===== src/rtl/secure_pkg.sv =====
// rtl/secure_pkg.sv - shared FSM state type and default widths for the secure access path
package secure_pkg;

    localparam int DEF_ADDR_W = 10;
    localparam int DEF_DATA_W = 32;
    localparam int DEF_KEY_W  = 16;

    typedef enum logic [2:0] {
        ST_IDLE,
        ST_CHECK,
        ST_ACCESS,
        ST_WAIT,
        ST_RESP
    } state_t;

endpackage


===== src/rtl/rr_arb2.sv =====
// rtl/rr_arb2.sv - two-way round-robin arbiter with priority mask and last-grant register
//
// Ports:
//   clk, rst_n  clock, asynchronous active-low reset
//   req         request bits, one per requester
//   mask        requesters to demote (served only when no unmasked request is pending)
//   advance     grant is being consumed this cycle; updates the last-grant register
//   gnt_valid   some requester can be granted
//   gnt_idx     index of the chosen requester
module rr_arb2 (
    input  logic       clk,
    input  logic       rst_n,
    input  logic [1:0] req,
    input  logic [1:0] mask,
    input  logic       advance,
    output logic       gnt_valid,
    output logic       gnt_idx
);

    logic       last_gnt;
    logic [1:0] open_req;
    logic [1:0] cand;

    // Masked (locked) requesters still get served, but only when nobody
    // unmasked is asking; they receive an error response upstream.
    assign open_req  = req & ~mask;
    assign cand      = (open_req != 2'b00) ? open_req : req;
    assign gnt_valid = |cand;

    always_comb begin
        gnt_idx = 1'b0;
        case (cand)
            2'b10:   gnt_idx = 1'b1;
            2'b11:   gnt_idx = ~last_gnt;
            default: gnt_idx = 1'b0;
        endcase
    end

    // Starts at 1 so requester 0 wins the first tie after reset.
    always_ff @(posedge clk or negedge rst_n) begin
        if (!rst_n) begin
            last_gnt <= 1'b1;
        end else if (advance && gnt_valid) begin
            last_gnt <= gnt_idx;
        end
    end

endmodule


===== src/rtl/secure_access_ctrl.sv =====
// rtl/secure_access_ctrl.sv - arbitrated, key-checked access sequencer with per-requester lockout
//
// Ports:
//   clk, rst_n                      clock, asynchronous active-low reset
//   req_valid/req_ready [1:0]       request handshake, bit i = requester i (0 host, 1 DMA)
//   req_we/req_enc [1:0]            write select, encrypted-output select
//   req_addr/req_wdata/req_key      packed per requester, requester i at [i*W +: W]
//   rsp_valid [1:0], rsp_err        response pulse, error qualifier (key mismatch or locked)
//   rsp_data                        read data, zero on writes and errors
//   mem_address, mem_write,
//   read_enable, mem_write_data,
//   encryption_on                   memory/security datapath controls
//   mem_key, mem_read_data          key_access word, read data (one cycle after read_enable)
//   locked [1:0]                    requester i is locked out
module secure_access_ctrl
    import secure_pkg::*;
#(
    parameter int ADDR_W      = DEF_ADDR_W,
    parameter int DATA_W      = DEF_DATA_W,
    parameter int KEY_W       = DEF_KEY_W,
    parameter int MAX_FAILS   = 3,
    parameter int LOCK_CYCLES = 64
) (
    input  logic                clk,
    input  logic                rst_n,
    input  logic [1:0]          req_valid,
    output logic [1:0]          req_ready,
    input  logic [1:0]          req_we,
    input  logic [1:0]          req_enc,
    input  logic [2*ADDR_W-1:0] req_addr,
    input  logic [2*DATA_W-1:0] req_wdata,
    input  logic [2*KEY_W-1:0]  req_key,
    output logic [1:0]          rsp_valid,
    output logic                rsp_err,
    output logic [DATA_W-1:0]   rsp_data,
    output logic [ADDR_W-1:0]   mem_address,
    output logic                mem_write,
    output logic                read_enable,
    output logic [DATA_W-1:0]   mem_write_data,
    output logic                encryption_on,
    input  logic [KEY_W-1:0]    mem_key,
    input  logic [DATA_W-1:0]   mem_read_data,
    output logic [1:0]          locked
);

    localparam int FAIL_W = $clog2(MAX_FAILS) + 1;
    localparam int LOCK_W = $clog2(LOCK_CYCLES) + 1;

    state_t              state;
    logic                cur;
    logic                cur_we;
    logic                cur_enc;
    logic                cur_locked;
    logic [ADDR_W-1:0]   cur_addr;
    logic [DATA_W-1:0]   cur_wdata;
    logic [KEY_W-1:0]    cur_key;
    logic [DATA_W-1:0]   rd_buf;
    logic                err_q;
    logic [FAIL_W-1:0]   fail_cnt [2];
    logic [LOCK_W-1:0]   lock_cnt [2];

    logic                gnt_valid;
    logic                gnt_idx;
    logic [ADDR_W-1:0]   sel_addr;
    logic [DATA_W-1:0]   sel_wdata;
    logic [KEY_W-1:0]    sel_key;

    rr_arb2 u_arb (
        .clk       (clk),
        .rst_n     (rst_n),
        .req       (req_valid),
        .mask      (locked),
        .advance   (state == ST_IDLE),
        .gnt_valid (gnt_valid),
        .gnt_idx   (gnt_idx)
    );

    assign sel_addr  = gnt_idx ? req_addr[2*ADDR_W-1 -: ADDR_W]  : req_addr[ADDR_W-1:0];
    assign sel_wdata = gnt_idx ? req_wdata[2*DATA_W-1 -: DATA_W] : req_wdata[DATA_W-1:0];
    assign sel_key   = gnt_idx ? req_key[2*KEY_W-1 -: KEY_W]     : req_key[KEY_W-1:0];

    always_ff @(posedge clk or negedge rst_n) begin
        if (!rst_n) begin
            state          <= ST_IDLE;
            cur            <= 1'b0;
            cur_we         <= 1'b0;
            cur_enc        <= 1'b0;
            cur_locked     <= 1'b0;
            cur_addr       <= '0;
            cur_wdata      <= '0;
            cur_key        <= '0;
            rd_buf         <= '0;
            err_q          <= 1'b0;
            req_ready      <= '0;
            rsp_valid      <= '0;
            rsp_err        <= 1'b0;
            rsp_data       <= '0;
            mem_address    <= '0;
            mem_write      <= 1'b0;
            read_enable    <= 1'b0;
            mem_write_data <= '0;
            encryption_on  <= 1'b0;
            locked         <= '0;
            for (int i = 0; i < 2; i++) begin
                fail_cnt[i] <= '0;
                lock_cnt[i] <= '0;
            end
        end else begin
            // Single-cycle pulses default low.
            req_ready   <= '0;
            rsp_valid   <= '0;
            rsp_err     <= 1'b0;
            rsp_data    <= '0;
            mem_write   <= 1'b0;
            read_enable <= 1'b0;

            // Lockout timers run regardless of the sequencer state.
            for (int i = 0; i < 2; i++) begin
                if (lock_cnt[i] != '0) begin
                    lock_cnt[i] <= lock_cnt[i] - LOCK_W'(1);
                    if (lock_cnt[i] == LOCK_W'(1)) begin
                        locked[i] <= 1'b0;
                    end
                end
            end

            case (state)
                ST_IDLE: begin
                    if (gnt_valid) begin
                        req_ready[gnt_idx] <= 1'b1;
                        cur                <= gnt_idx;
                        cur_we             <= req_we[gnt_idx];
                        cur_enc            <= req_enc[gnt_idx];
                        cur_addr           <= sel_addr;
                        cur_wdata          <= sel_wdata;
                        cur_key            <= sel_key;
                        // Registered lock state: a lockout expiring on this
                        // same edge still counts as locked.
                        cur_locked         <= locked[gnt_idx];
                        state              <= ST_CHECK;
                    end
                end

                ST_CHECK: begin
                    if (cur_locked) begin
                        err_q <= 1'b1;
                        state <= ST_RESP;
                    end else if (cur_key == mem_key) begin
                        fail_cnt[cur]  <= '0;
                        err_q          <= 1'b0;
                        mem_address    <= cur_addr;
                        encryption_on  <= cur_enc;
                        mem_write_data <= cur_wdata;
                        mem_write      <= cur_we;
                        read_enable    <= ~cur_we;
                        state          <= ST_ACCESS;
                    end else begin
                        if (fail_cnt[cur] == FAIL_W'(MAX_FAILS - 1)) begin
                            locked[cur]   <= 1'b1;
                            lock_cnt[cur] <= LOCK_W'(LOCK_CYCLES);
                            fail_cnt[cur] <= '0;
                        end else begin
                            fail_cnt[cur] <= fail_cnt[cur] + FAIL_W'(1);
                        end
                        err_q <= 1'b1;
                        state <= ST_RESP;
                    end
                end

                ST_ACCESS: begin
                    state <= cur_we ? ST_RESP : ST_WAIT;
                end

                ST_WAIT: begin
                    rd_buf <= mem_read_data;
                    state  <= ST_RESP;
                end

                ST_RESP: begin
                    rsp_valid[cur] <= 1'b1;
                    rsp_err        <= err_q;
                    rsp_data       <= (err_q || cur_we) ? '0 : rd_buf;
                    state          <= ST_IDLE;
                end

                default: state <= ST_IDLE;
            endcase
        end
    end

endmodule


===== config.mk =====
export PLATFORM = sky130hd
export DESIGN_NAME = secure_access_ctrl
export DESIGN_NICKNAME = d
export VERILOG_FILES = /design/src/rtl/secure_pkg.sv /design/src/rtl/rr_arb2.sv /design/src/rtl/secure_access_ctrl.sv
export SDC_FILE = /design/constraint.sdc
export NUM_CORES = 1
export LEC_CHECK = 0
export ABC_CLOCK_PERIOD_IN_PS = 3000
export CORE_AREA = 2 2 157 113
export DETAILED_ROUTE_END_ITERATION = 7
export DIE_AREA = 0 0 159 115
export HOLD_SLACK_MARGIN = 0.05
export PLACE_DENSITY = 0.84
export SLEW_MARGIN = 10
export SYNTH_ARGS = -nofsm -noshare
export SYNTH_HDL_FRONTEND = slang
export SYNTH_HIERARCHICAL = 1
export SYNTH_SLANG_ARGS = --single-unit

===== constraint.sdc =====
create_clock -name clk -period 3 [get_ports clk]
set_clock_uncertainty 0.15 [all_clocks]
set_input_delay 0.6 -clock clk [delete_from_list [all_inputs] [get_ports clk]]
set_output_delay 0.6 -clock clk [all_outputs]
set_load 0.005 [all_outputs]

met1.png
The bar under the picture is 50 µm long. Supply wires on this layer in grey.
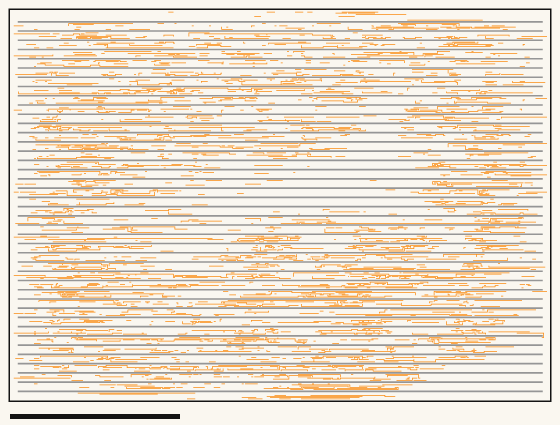
share of all routed wire: 44%
longest straight run: 48.8 µm
main direction: horizontal
nets with wire on the layer: 975
wire length on this layer: 8540 µm
met1 Usage GRT: 0.293
final wirelength: 19500 µm
DR vias: 5906

met2.png
The bar under the picture is 50 µm long.
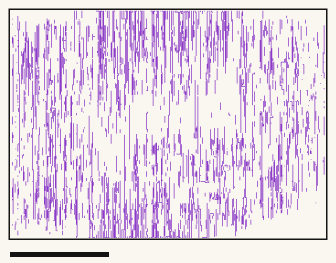
wire length on this layer: 9130 µm
share of all routed wire: 47%
grt met2 use: 0.357

met3.png
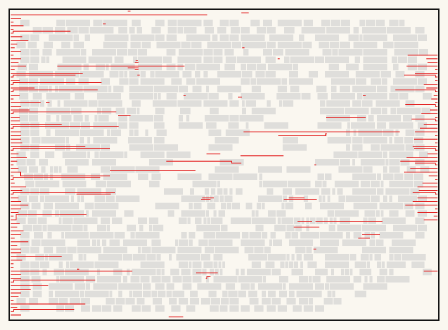
nets with wire on the layer: 151
wire length on this layer: 1510 µm
grt met3 use: 0.0689

met4.png
The bar under the picture is 50 µm long. Supply wires on this layer in grey.
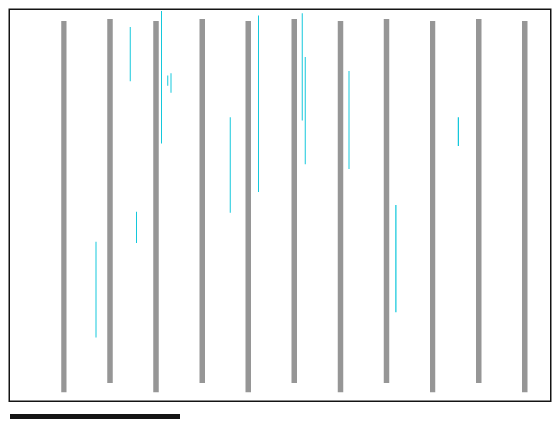
wire length on this layer: 309 µm
nets with wire on the layer: 8
share of all routed wire: 1.6%
longest straight run: 51.7 µm

final_congestion.png
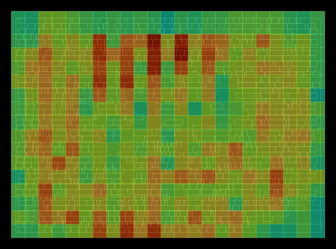
per-cell routed wire length: 16.6 µm
GRT Max-Usage Layer: met2
gr usage total: 0.218
final core utilization: 0.713

==> area by class of cell <==
type | instances | area, µm²
inverters | 6 | 22.5
clock inverters | 2 | 27.5
repair buffers | 269 | 2740
well taps | 231 | 289
multi-input cells | 432 | 3230
clock buffers | 32 | 606
flip-flops and latches | 203 | 5080
fillers | 1224 | 4820
==> registers in the layout (all words and copies together) (netlist names), 10 cells and up <==
signal and cells:
rd_buf 32, cur_addr 10, cur_key 16, mem_address 10, rsp_data 32, cur_wdata 32, lock_cnt 14, mem_write_data 32
==> per-layer routing <==
metal / global-route usage / vias to the layer above / part of all wire
li1: - / 2840 / -
met1: 0.293 / 2850 / 0.44
met2: 0.357 / 189 / 0.47
met3: 0.0689 / 27 / 0.078
met4: 0.0448 / 0 / 0.016
met5: 0 / - / 0
==> where the power goes <==
group / leakage [nW] / internal, W / switching (W) / total (W)
logic: 2.51 / 0.00102 / 0.00102 / 0.00203
registers: 2.59 / 0.00336 / 0.000452 / 0.00381
clock network: 0.310 / 0.00139 / 0.00100 / 0.00239
==> stage by stage <==
step                      hold slack [ns]  cells
final                               0.317   1175
after global routing                0.334   1175
after CTS                           0.321   1175
after detailed placement            0.308   1140
after global placement              0.300   1140
after floorplan                     0.154    677
==> critical path: stages <==
cell	delay, ns
clkdlybuf4s50_1	0.42
xnor2_1	0.27
nand4_1	0.15
nor4_2	0.38
nand2_2	0.14
buf_4	0.25
mux2_2	0.30
==> kinds of logic (layout without fill, tap and decap cells) <==
kind of cell / after synthesis / count (layout) / share of synthesized area
muxes: 140 / 140 / 0.177
xor gates and xnor gates: 26 / 26 / 0.0269
buffers and inverters: 42 / 309 / 0.0214
AOI/OAI and AO/OA: 85 / 85 / 0.0560
and+or+nand+nor: 174 / 174 / 0.108
adders and majority gates: 7 / 7 / 0.0103
DFF: 203 / 203 / 0.600
==> reports/results.ini <==
[status]
status = finished clean

[clock_network]
cts_tree = yes
cts.hold.buffers_added = 1
clock_latency_ns = 0.49
clkTransAtPathRegs_ns = 0.06
ctsResizeCount = 0
cts_sinks = 203
cts_buffer_depth = 3
clock_tree.root_cell = clkbuf_16

[synth]
fp_nets = 856
synth_warnings = 6
ys_cells = 677
netlist_top_cells_count = 202 x dfrtp_1, 79 x nand2_1, 76 x mux2_2, 64 x mux2i_1, 63 x o21ai_0
synth.distinct_cells = 43
syn_inst = 677
ys_seq_frac = 0.600
synthTopCellsByArea = dfrtp_1 60%, mux2_2 10%, mux2i_1 7.6%, o21ai_0 3.7%, nand2_1 3.5%
yosysTopAreaCell = dfrtp_1
top_cell = dfrtp_1
synth_top_area_share = 0.597
edf_count = 0
synthesis.area_um2 = 8470
ys_async_sr_fraction = 1.00
ys_area_um2 = 8470

[grt]
grt_max_degree = 75
antenna_found_initial = 0
grt_pass1_wl_um = 31800
overflow = 0
grt_pass1_vias = 6082

[timing]
timing.final.hold_violations = 0
maxSlewHeadroom = 0.622
worst_pin_slew_ns = 0.565
period_used_share = 0.772
finalCriticalPeriod_ns = 2.32
finalSetupViolCount = 0
clock.fmax_ghz = 0.432
rsz0062_at_grt = false
finalSetupTns_ns = 0

[setup_path]
critPathCapture = mem_write_data[13]
endpoint_kind = register
worstPathArrival_ns = 2.52
r2r_start = state[2]
path_class = primary input to register
worstPathRequired_ns = 3.21
start_kind = primary input

[placed_design]
placedInstanceArea_um2 = 11300
post-place-ws_ns = 0.246
dp_hpwl_um = 14400
io_buffers = 255

[floorplan]
core_area_um2 = 16800
rows = 40
die_w_um = 159
chip_area_um2 = 18300
num_io_pins = 256
fp_util = 0.503
die.size.y_um = 115

[job]
maxCapViolCount = 0
warnings = 30

[power_and_ir_drop]
power.total_w = 0.00823
power_density_nw_per_um2 = 686
ir_drop_mv = 0.398

[finish]
fin_area_um2 = 12000
layout.cells.most_common_list = 254 x clkdlybuf4s50_1, 202 x dfrtp_1, 78 x nand2_1, 76 x mux2_2, 64 x mux2i_1
drive_gt1_frac = 0.144
antenna_cells = 0
fin_nets = 1111

[route]
final_antenna_net_count = 0
drt_iter0_markers = 299
drc_errors = 0
viasPerCell = 5.03

[worst_hold_path]
holdPathStages = 1
hp-class = register to register

Power is estimated from default activity; no workload was simulated.
